`src/rtl/car_direction_detector.sv`:
```
// Gate-sensor front end: synchronises and debounces two beam sensors, tracks crossings, pulses entry/exit/err.
// Optional DIR_FULL_BLOCK_EN adds a full input that turns an entry completing while full into an error.
module car_direction_detector #(
    parameter int SYNC_STAGES     = 2,
    parameter int DEBOUNCE_CYCLES = 4,
    parameter int TIMEOUT_CYCLES  = 1000
) (
    input  logic clk,
    input  logic reset,
    input  logic sens_a,
    input  logic sens_b,
`ifdef DIR_FULL_BLOCK_EN
    input  logic full,
`endif
    output logic entry_pulse,
    output logic exit_pulse,
    output logic busy,
    output logic err_pulse
);

    localparam int DBW = (DEBOUNCE_CYCLES > 1) ? $clog2(DEBOUNCE_CYCLES) : 1;
    localparam int TW  = $clog2(TIMEOUT_CYCLES + 1);

    localparam logic [2:0] S_IDLE     = 3'd0;
    localparam logic [2:0] S_IN_A     = 3'd1;
    localparam logic [2:0] S_IN_AB    = 3'd2;
    localparam logic [2:0] S_IN_BL    = 3'd3;
    localparam logic [2:0] S_OUT_B    = 3'd4;
    localparam logic [2:0] S_OUT_BA   = 3'd5;
    localparam logic [2:0] S_OUT_AL   = 3'd6;
    localparam logic [2:0] S_WAIT_CLR = 3'd7;

    logic [SYNC_STAGES-1:0] sync_a_q, sync_b_q;
    logic [1:0]             synced;
    logic [DBW-1:0]         db_cnt_q [2];
    logic [DBW-1:0]         db_cnt_d [2];
    logic [1:0]             filt_q, filt_d;
    logic [2:0]             state_q, state_d;
    logic [TW-1:0]          timer_q, timer_d;
    logic                   entry_q, entry_d;
    logic                   exit_q, exit_d;
    logic                   err_q, err_d;
    logic                   active;

    assign synced = {sync_a_q[SYNC_STAGES-1], sync_b_q[SYNC_STAGES-1]};

    // Filtered level follows the synchronised one only after an unbroken run of differing samples.
    always_comb begin
        filt_d = filt_q;
        for (int i = 0; i < 2; i++) begin
            db_cnt_d[i] = '0;
            if (synced[i] != filt_q[i]) begin
                if (db_cnt_q[i] == DBW'(DEBOUNCE_CYCLES - 1)) begin
                    filt_d[i] = synced[i];
                end else begin
                    db_cnt_d[i] = db_cnt_q[i] + DBW'(1);
                end
            end
        end
    end

    assign active = (state_q != S_IDLE) && (state_q != S_WAIT_CLR);

    always_comb begin
        state_d = state_q;
        entry_d = 1'b0;
        exit_d  = 1'b0;
        err_d   = 1'b0;
        case (state_q)
            S_IDLE: begin
                if (filt_q == 2'b10)      state_d = S_IN_A;
                else if (filt_q == 2'b01) state_d = S_OUT_B;
                else if (filt_q == 2'b11) begin state_d = S_WAIT_CLR; err_d = 1'b1; end
            end
            S_IN_A: begin
                if (filt_q == 2'b11)      state_d = S_IN_AB;
                else if (filt_q == 2'b00) state_d = S_IDLE;
                else if (filt_q == 2'b01) begin state_d = S_WAIT_CLR; err_d = 1'b1; end
            end
            S_IN_AB: begin
                if (filt_q == 2'b01)      state_d = S_IN_BL;
                else if (filt_q == 2'b10) state_d = S_IN_A;
                else if (filt_q == 2'b00) begin state_d = S_WAIT_CLR; err_d = 1'b1; end
            end
            S_IN_BL: begin
                if (filt_q == 2'b00) begin
                    state_d = S_IDLE;
`ifdef DIR_FULL_BLOCK_EN
                    if (full) err_d = 1'b1;
                    else      entry_d = 1'b1;
`else
                    entry_d = 1'b1;
`endif
                end
                else if (filt_q == 2'b11) state_d = S_IN_AB;
                else if (filt_q == 2'b10) begin state_d = S_WAIT_CLR; err_d = 1'b1; end
            end
            S_OUT_B: begin
                if (filt_q == 2'b11)      state_d = S_OUT_BA;
                else if (filt_q == 2'b00) state_d = S_IDLE;
                else if (filt_q == 2'b10) begin state_d = S_WAIT_CLR; err_d = 1'b1; end
            end
            S_OUT_BA: begin
                if (filt_q == 2'b10)      state_d = S_OUT_AL;
                else if (filt_q == 2'b01) state_d = S_OUT_B;
                else if (filt_q == 2'b00) begin state_d = S_WAIT_CLR; err_d = 1'b1; end
            end
            S_OUT_AL: begin
                if (filt_q == 2'b00)      begin state_d = S_IDLE; exit_d = 1'b1; end
                else if (filt_q == 2'b11) state_d = S_OUT_BA;
                else if (filt_q == 2'b01) begin state_d = S_WAIT_CLR; err_d = 1'b1; end
            end
            default: begin
                if (filt_q == 2'b00) state_d = S_IDLE;
            end
        endcase

        // A crossing that sits in one state for TIMEOUT_CYCLES cycles is abandoned.
        if (active && (state_d == state_q) && (timer_q == TW'(TIMEOUT_CYCLES - 1))) begin
            state_d = S_WAIT_CLR;
            err_d   = 1'b1;
        end

        if (!active || (state_d != state_q)) timer_d = '0;
        else                                 timer_d = timer_q + TW'(1);
    end

    always_ff @(posedge clk or posedge reset) begin
        if (reset) begin
            sync_a_q    <= '0;
            sync_b_q    <= '0;
            db_cnt_q[0] <= '0;
            db_cnt_q[1] <= '0;
            filt_q      <= '0;
            state_q     <= S_IDLE;
            timer_q     <= '0;
            entry_q     <= 1'b0;
            exit_q      <= 1'b0;
            err_q       <= 1'b0;
        end else begin
            sync_a_q    <= {sync_a_q[SYNC_STAGES-2:0], sens_a};
            sync_b_q    <= {sync_b_q[SYNC_STAGES-2:0], sens_b};
            db_cnt_q[0] <= db_cnt_d[0];
            db_cnt_q[1] <= db_cnt_d[1];
            filt_q      <= filt_d;
            state_q     <= state_d;
            timer_q     <= timer_d;
            entry_q     <= entry_d;
            exit_q      <= exit_d;
            err_q       <= err_d;
        end
    end

    assign entry_pulse = entry_q;
    assign exit_pulse  = exit_q;
    assign err_pulse   = err_q;
    assign busy        = (state_q != S_IDLE);

endmodule
```
`config.mk`:
```
export PLATFORM = sky130hd
export DESIGN_NAME = car_direction_detector
export DESIGN_NICKNAME = d
export VERILOG_FILES = /design/src/rtl/car_direction_detector.sv
export SDC_FILE = /design/constraint.sdc
export NUM_CORES = 1
export LEC_CHECK = 0
export CORE_MARGIN = 5
export CORE_UTILIZATION = 30
export DETAILED_ROUTE_END_ITERATION = 12
export PLACE_DENSITY_LB_ADDON = 0.05
export RECOVER_POWER = 50
export SETUP_SLACK_MARGIN = 0.15
export SLEW_MARGIN = 0
export SYNTH_ARGS = -nofsm -noshare
export SYNTH_HDL_FRONTEND = slang
export SYNTH_SLANG_ARGS = --single-unit
```
`constraint.sdc`:
```
create_clock -name clk -period 3.2 [get_ports clk]
set_input_delay 0.48 -clock clk [delete_from_list [all_inputs] [get_ports clk]]
set_output_delay 0.48 -clock clk [all_outputs]
set_load 0.02 [all_outputs]
```
cell_density.png
Scale: 4 px per um. The die is cut into 8 by 8 equal tiles; black is low, pale yellow is high, 0 to 100% covered.
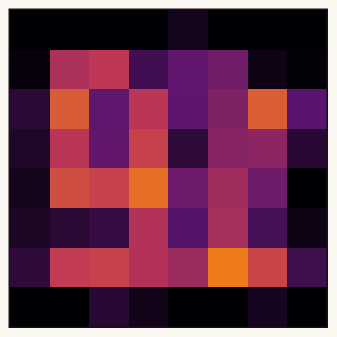
fullest tile: 70%
densest ninth of the die: center
mean over tiles: 24%

clocks.png
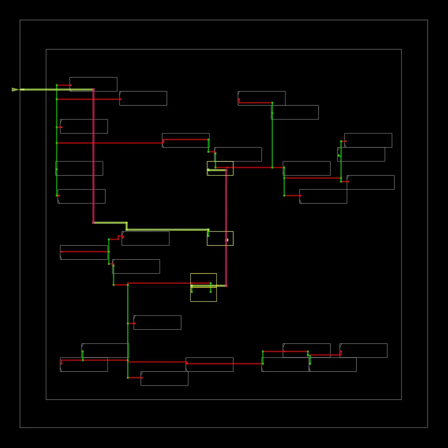
registers: 26
setup skew after layout: 0.00150 ns
clock insertion delay at the later pin of the skew report: 0.27 ns

placement_by_type.png
Scale: 3 px per um.
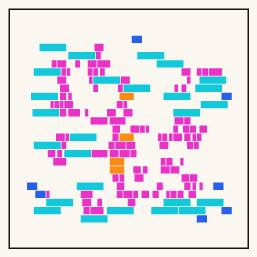
legend:
  blue:
    class: remaining buffers and delay cells
    cells: 7
    share_of_their_area: 4.7%
  orange:
    class: clock drivers and dummy loads
    cells: 4
    share_of_their_area: 3.7%
  magenta:
    class: combinational and other logic
    cells: 107
    share_of_their_area: 48%
  cyan:
    class: sequential cells
    cells: 26
    share_of_their_area: 43%

clk_routes.png
Scale: 3 px per um.
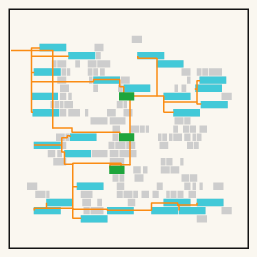
legend:
  orange:
    item: clock wires
    length: 366 um
  cyan:
    item: flip-flops
    count: 26
  green:
    item: clock drivers
    count: 3
flops lie: all over the die
routed clock nets: 4

==> out/results.env <==
RESULT_OF_THE_RUN='finished clean'
MAX_SLEW.WORST_PIN.SLEW_NS=0.991
POST-LAYOUT-TOTAL-POWER_W=0.00129
REGISTER_TO_REGISTER_PATH_DEPTH=5
NUMBER_OF_GLOBAL_ROUTE_VIAS_BEFORE_REPAIR=1036
RELSLEWSLACK=0.339
LAYOUT.AREA.SEQ_UM2=651
UNREPAIRED_SETUP_ENDPOINTS_AFTER_GLOBAL_ROUTING='no'
PWR.GROUP.SEQUENTIAL_W=0.000575
NON_CLOCK_BUFFER_AREA_SHARE=0.0446
WL_PER_CELL_UM=14.4
SYNTHDOMINANTAREACELLTYPE='sky130_fd_sc_hd__dfrtp_1'
TIMING.SETUP.TNS_NS=0
MET1WIRELENGTH_UM=1420
SYNTHDOMINANTCELLAREASHARE=0.454
P_CLK_FRAC=0.164
DETAILED_PLACE_HPWL_UM=1870
HOLD_VIOL=0
LARGEST_NET_DEGREE_AT_THE_START_OF_GLOBAL_ROUTING=27
MOST_USED_CELLS_IN_THE_LAYOUT_EXCLUDING_FILL_AND_TAP_CELLS='sky130_fd_sc_hd__dfrtp_1 (26), sky130_fd_sc_hd__nor3_1 (14), sky130_fd_sc_hd__xnor2_1 (9), sky130_fd_sc_hd__nand2_1 (9), sky130_fd_sc_hd__nor2_1 (6)'
CLOCK_TREE.BUFFER_DEPTH=2
